**src/rtl/rx_driver_pkg.sv**
```systemverilog
// rx_driver_pkg: shared types and constants for the UART receive driver.
//   rx_state_t : handshake FSM state encoding
//   ASCII_CR   : carriage return, the default end-of-message byte
//   ERR_MAX    : saturation value of the errored-byte counter
package rx_driver_pkg;

  typedef enum logic [2:0] {
    RX_INIT  = 3'd0,
    RX_IDLE  = 3'd1,
    RX_STORE = 3'd2,
    RX_ECHO  = 3'd3,
    RX_ACK   = 3'd4
  } rx_state_t;

  localparam logic [7:0] ASCII_CR = 8'h0D;
  localparam logic [7:0] ERR_MAX  = 8'hFF;

endpackage

```
**src/rtl/rx_buffer_ram.sv**
```systemverilog
// rx_buffer_ram: simple dual-port byte RAM for the receive message buffer.
// Synchronous write; registered read with read-before-write behaviour.
// Ports:
//   Clock, Reset        clock, synchronous active-high reset (read register only)
//   WrEn_i              write strobe
//   WrAddr_i, WrData_i  write address / data
//   RdAddr_i            read address, sampled every cycle
//   RdData_o            read data, one cycle after RdAddr_i
module rx_buffer_ram #(
  parameter int ADDR_W = 8
) (
  input  logic              Clock,
  input  logic              Reset,
  input  logic              WrEn_i,
  input  logic [ADDR_W-1:0] WrAddr_i,
  input  logic [7:0]        WrData_i,
  input  logic [ADDR_W-1:0] RdAddr_i,
  output logic [7:0]        RdData_o
);

  localparam int DEPTH = 1 << ADDR_W;

  logic [7:0] mem_q [DEPTH];
  logic [7:0] rd_data_q;

  // Contents are never cleared; only the read register resets.
  always_ff @(posedge Clock) begin
    if (WrEn_i) mem_q[WrAddr_i] <= WrData_i;
  end

  // Non-blocking update of mem_q means a same-cycle read sees the old byte.
  always_ff @(posedge Clock) begin
    if (Reset) rd_data_q <= '0;
    else       rd_data_q <= mem_q[RdAddr_i];
  end

  assign RdData_o = rd_data_q;

endmodule

```
**src/rtl/rx_driver.sv**
```systemverilog
// rx_driver: takes bytes from the UART receiver over a valid/acknowledge
// handshake, stores them in a 2**ADDR_W byte buffer, detects the
// end-of-message byte, counts errored bytes and exposes the buffer through
// a registered read port.
// Optional build macro RX_ECHO_EN: echoes every non-errored byte (terminator
// and overflow-dropped bytes included) to the UART transmitter before the
// byte is acknowledged.
// Ports:
//   Clock, Reset     clock, synchronous active-high reset
//   RxValid/RxData/RxError  byte from receiver (held until RxAck)
//   RxAck            acknowledge of current byte
//   RdAddr/RdData    buffer read port, 1-cycle latency
//   MsgDone          one-cycle pulse, MsgLen valid in the same cycle
//   MsgLen           length of last completed message (0..DEPTH)
//   Overflow         sticky: a byte was dropped on a full buffer
//   ErrCount         saturating count of errored bytes
//   EchoGo/EchoData/EchoEmpty  transmitter echo handshake (RX_ECHO_EN only)
module rx_driver
  import rx_driver_pkg::*;
#(
  parameter int         ADDR_W    = 8,
  parameter logic [7:0] TERM_CHAR = ASCII_CR
) (
  input  logic              Clock,
  input  logic              Reset,
  input  logic              RxValid,
  input  logic [7:0]        RxData,
  input  logic              RxError,
  output logic              RxAck,
  input  logic [ADDR_W-1:0] RdAddr,
  output logic [7:0]        RdData,
`ifdef RX_ECHO_EN
  output logic              EchoGo,
  output logic [7:0]        EchoData,
  input  logic              EchoEmpty,
`endif
  output logic              MsgDone,
  output logic [ADDR_W:0]   MsgLen,
  output logic              Overflow,
  output logic [7:0]        ErrCount
);

  localparam int              DEPTH = 1 << ADDR_W;
  localparam logic [ADDR_W:0] FULL  = (ADDR_W+1)'(DEPTH);

  rx_state_t         state_q, state_d;
  logic [ADDR_W:0]   wr_ptr_q, wr_ptr_d;
  logic [ADDR_W:0]   msg_len_q, msg_len_d;
  logic [7:0]        err_cnt_q, err_cnt_d;
  logic              ovf_q, ovf_d;
  logic              msg_done_q, msg_done_d;
  logic              ram_we;
`ifdef RX_ECHO_EN
  logic              echo_go_q, echo_go_d;
`endif

  function automatic logic [7:0] sat_inc(input logic [7:0] v);
    return (v == ERR_MAX) ? v : v + 8'd1;
  endfunction

  always_comb begin
    state_d    = state_q;
    wr_ptr_d   = wr_ptr_q;
    msg_len_d  = msg_len_q;
    err_cnt_d  = err_cnt_q;
    ovf_d      = ovf_q;
    msg_done_d = 1'b0;
    ram_we     = 1'b0;
`ifdef RX_ECHO_EN
    echo_go_d  = echo_go_q;
`endif
    case (state_q)
      RX_INIT: begin
        wr_ptr_d  = '0;
        msg_len_d = '0;
        err_cnt_d = '0;
        ovf_d     = 1'b0;
`ifdef RX_ECHO_EN
        echo_go_d = 1'b0;
`endif
        state_d   = RX_IDLE;
      end
      RX_IDLE: begin
        if (RxValid) state_d = RX_STORE;
      end
      RX_STORE: begin
        // Error wins over terminator and full checks.
        if (RxError) begin
          err_cnt_d = sat_inc(err_cnt_q);
        end else if (RxData == TERM_CHAR) begin
          msg_len_d  = wr_ptr_q;
          wr_ptr_d   = '0;
          msg_done_d = 1'b1;
        end else if (wr_ptr_q == FULL) begin
          ovf_d = 1'b1;
        end else begin
          ram_we   = 1'b1;
          wr_ptr_d = wr_ptr_q + 1'b1;
        end
`ifdef RX_ECHO_EN
        state_d = RxError ? RX_ACK : RX_ECHO;
`else
        state_d = RX_ACK;
`endif
      end
`ifdef RX_ECHO_EN
      RX_ECHO: begin
        // Wait for an empty transmitter, then hold EchoGo until it goes busy.
        if (!echo_go_q) begin
          if (EchoEmpty) echo_go_d = 1'b1;
        end else if (!EchoEmpty) begin
          echo_go_d = 1'b0;
          state_d   = RX_ACK;
        end
      end
`endif
      RX_ACK: begin
        if (!RxValid) state_d = RX_IDLE;
      end
      default: state_d = RX_INIT;
    endcase
  end

  always_ff @(posedge Clock) begin
    if (Reset) begin
      state_q    <= RX_INIT;
      wr_ptr_q   <= '0;
      msg_len_q  <= '0;
      err_cnt_q  <= '0;
      ovf_q      <= 1'b0;
      msg_done_q <= 1'b0;
`ifdef RX_ECHO_EN
      echo_go_q  <= 1'b0;
`endif
    end else begin
      state_q    <= state_d;
      wr_ptr_q   <= wr_ptr_d;
      msg_len_q  <= msg_len_d;
      err_cnt_q  <= err_cnt_d;
      ovf_q      <= ovf_d;
      msg_done_q <= msg_done_d;
`ifdef RX_ECHO_EN
      echo_go_q  <= echo_go_d;
`endif
    end
  end

  rx_buffer_ram #(
    .ADDR_W (ADDR_W)
  ) u_ram (
    .Clock    (Clock),
    .Reset    (Reset),
    .WrEn_i   (ram_we),
    .WrAddr_i (wr_ptr_q[ADDR_W-1:0]),
    .WrData_i (RxData),
    .RdAddr_i (RdAddr),
    .RdData_o (RdData)
  );

  // Ack drops in the same cycle the receiver releases RxValid, so a new byte
  // can be presented immediately afterwards.
  assign RxAck    = (state_q == RX_ACK) && RxValid;
  // MsgDone is registered alongside MsgLen so both are valid together.
  assign MsgDone  = msg_done_q;
  assign MsgLen   = msg_len_q;
  assign Overflow = ovf_q;
  assign ErrCount = err_cnt_q;
`ifdef RX_ECHO_EN
  assign EchoGo   = echo_go_q;
  // RxData is held stable until RxAck, which comes after the echo.
  assign EchoData = RxData;
`endif

endmodule

```
**config.mk**
```make
export PLATFORM = sky130hd
export DESIGN_NAME = rx_driver
export DESIGN_NICKNAME = d
export VERILOG_FILES = /design/src/rtl/rx_driver_pkg.sv /design/src/rtl/rx_buffer_ram.sv /design/src/rtl/rx_driver.sv
export SDC_FILE = /design/constraint.sdc
export NUM_CORES = 2
export LEC_CHECK = 0
export ABC_AREA = 1
export CORE_ASPECT_RATIO = 0.75
export CORE_UTILIZATION = 63
export CTS_BUF_LIST = sky130_fd_sc_hd__clkbuf_2 sky130_fd_sc_hd__clkbuf_4 sky130_fd_sc_hd__clkbuf_8
export CTS_CLUSTER_SIZE = 24
export DETAILED_ROUTE_END_ITERATION = 10
export PLACE_DENSITY_LB_ADDON = 0.15
export SLEW_MARGIN = 20
export SYNTH_ARGS = -nofsm -noshare
export SYNTH_HDL_FRONTEND = slang
export SYNTH_SLANG_ARGS = --single-unit
```
**constraint.sdc**
```tcl
create_clock -name Clock -period 3.03 [get_ports Clock]
set_clock_uncertainty 0.2 [all_clocks]
set_input_delay 0.606 -clock Clock [delete_from_list [all_inputs] [get_ports Clock]]
set_output_delay 0.606 -clock Clock [all_outputs]
set_load 0.02 [all_outputs]
```
==> images/met1.png <==
Supply wires on this layer in gray.
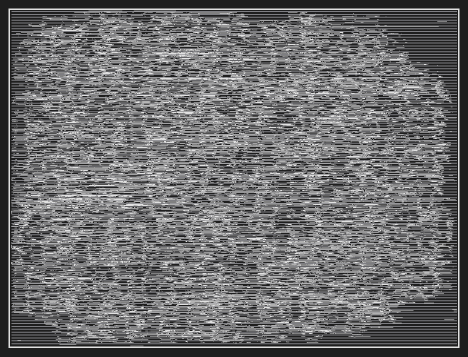
6827 nets have wire on it. The layer holds 39% of the routed length. The longest straight run is 126 um. The wires run mostly horizontal.
met1 demand-to-capacity share in global routing: 51.5%
total number of vias: 58.1k
wirelength, routed: 232 mm

==> images/met2.png <==
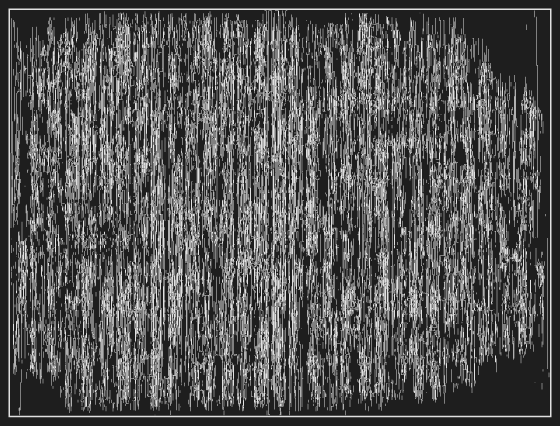
The layer holds 43% of the routed length. The layer carries 100 mm of wire. 5698 nets have wire on it.
GR Util met2: 48.1%

==> flow_metrics.py <==
# Generated from Yosys and OpenROAD reports
metrics = {
    "setup_path": {
        "crit-reg2reg-launch": "wr_ptr_q[0]$_SDFFE_PP0P_",
        "path_buffers": 2,
        "worstRegToRegCells": 10,
        "startpoint": "state_q[0]$_SDFFE_PP0P_",
        "cp.depth": 4,
        "worst-r2r-setup-slack_ns": 0.11,
        "critPathRequiredTime_ns": 2.22,
        "critical_path.cell_chain": "nor2_1, inv_1, nor3_1, clkdlybuf4s15_1",
    },
    "clock_tree": {
        "cts_htree_levels": 5,
        "cts_made_buffers": 317,
        "clock_tree.root_cell": "clkbuf_8",
        "cts.clk_slew.worst_paths_ns": 0.06,
        "clock_insertion_delay_worst_skew_ns": 1.04,
        "cts_setup_buffers": 0,
        "cts-root-to-sink-buffers": 4,
    },
    "power_and_ir_drop": {
        "p_clk_share_pct": 38.3,
        "clockNetworkPower_mw": 22.0,
        "netSwitchingFraction_pct": 23.0,
        "total_power_mw": 57.5,
        "total_switching_power_mw": 13.2,
        "comb_cell_power_mw": 3.76,
        "max-vdd-ir-drop_mv": 0.514,
    },
    "layout": {
        "fraction_of_final_layout_cells_with_drive_strength_greater_than_1_pct": 13.6,
        "clockNetworkAreaShare_pct": 6.10,
        "logic_area_sq_um": 20500,
        "layout.buffer.nonclock.area_share_pct": 4.12,
        "layout.comb_gates.multi_input": 4539,
        "layoutNonFillerInstCount": 9291,
        "seqCellArea_sq_um": 62300,
        "most_numerous_logic_cells_after_layout": "nand2_1 (2087), edfxtp_1 (2048), nand3_1 (1946)",
        "top_cell_class_by_occupied_area": "sequential cells",
        "final.signal_inverter_count": 47,
        "regMostFlops": "u_ram.mem_q",
        "layout-area-overhead-vs-synth_pct": 12.0,
        "final.signal_buffer_count": 324,
    },
    "logic_synthesis": {
        "yosys.cell_types.count": 38,
        "yosysWarningCount": 0,
        "netlist_logic_family_top": "simple AND/OR/NAND/NOR gates",
        "post_synth_ao_oa_area_fraction_pct": 0.623,
        "ff_type": "edfxtp_1",
    },
    "placement": {
        "placed_cells_incl_taps": 8760,
        "finalWeightedCongestion": 0.954,
        "numPortBuffers": 47,
        "placedInstanceArea_sq_um": 88400,
    },
    "hold_path": {
        "hold_path_depth": 2,
        "min_to": "u_ram.mem_q[21][4]$_DFFE_PP_",
    },
    "grt": {
        "antenna_violations_before_repair": 6,
        "vias_in_the_first_global_route": 54975,
        "gr-max-usage-layer": "met1",
        "maximum_number_of_pins_on_one_net_before_global_route_repair": 161,
        "overflow": 0,
    },
    "sta": {
        "max_freq_mhz": 341,
        "post-route-period-util_pct": 96.8,
        "min_period_ns": 2.93,
        "setup_slack_ns": 0.0981,
        "finalHoldWorstSlack_ns": 0.0833,
    },
    "drt": {
        "routedLengthMet1_mm": 91.2,
        "first_iter_violations": 9115,
        "dr_pass1_iterations": 9,
        "wl_met2_mm": 100,
        "remaining_drc_errors": 0,
    },
    "flow_run": {
        "cap_viol_max_count": 0,
    },
    "floorplanning": {
        "tapCellCount": 1770,
        "rows": 116,
        "ioPinCount": 48,
        "die_height_um": 320,
        "die_x_um": 426,
        "die_area_sq_um": 136000,
    },
    "outcome": {
        "outcome": "complete, no violations",
    },
}
[repair_timing]
action	4_1_cts	5_1_grt
hold buffers	7	0
hold endpoints to repair	53	0
endpoints found under the setup margin	134	1829
gates resized	22	243
[cell usage after synthesis, types with 5 or more instances]
master | count | share of area, %
clkbuf_1 | 107 | 0.47
dfxtp_1 | 39 | 0.92
buf_6 | 22 | 0.29
a21oi_1 | 24 | 0.14
nand2_1 | 2087 | 9.2
buf_2 | 259 | 1.5
buf_4 | 47 | 0.42
inv_1 | 41 | 0.18
nor3_1 | 11 | 0.065
nor2_1 | 358 | 1.6
o21ai_0 | 46 | 0.27
o22ai_1 | 16 | 0.12
edfxtp_1 | 2048 | 73
ha_1 | 5 | 0.074
nand3_1 | 1946 | 11
buf_1 | 50 | 0.22
nor2_4 | 5 | 0.066
nand2_2 | 14 | 0.10
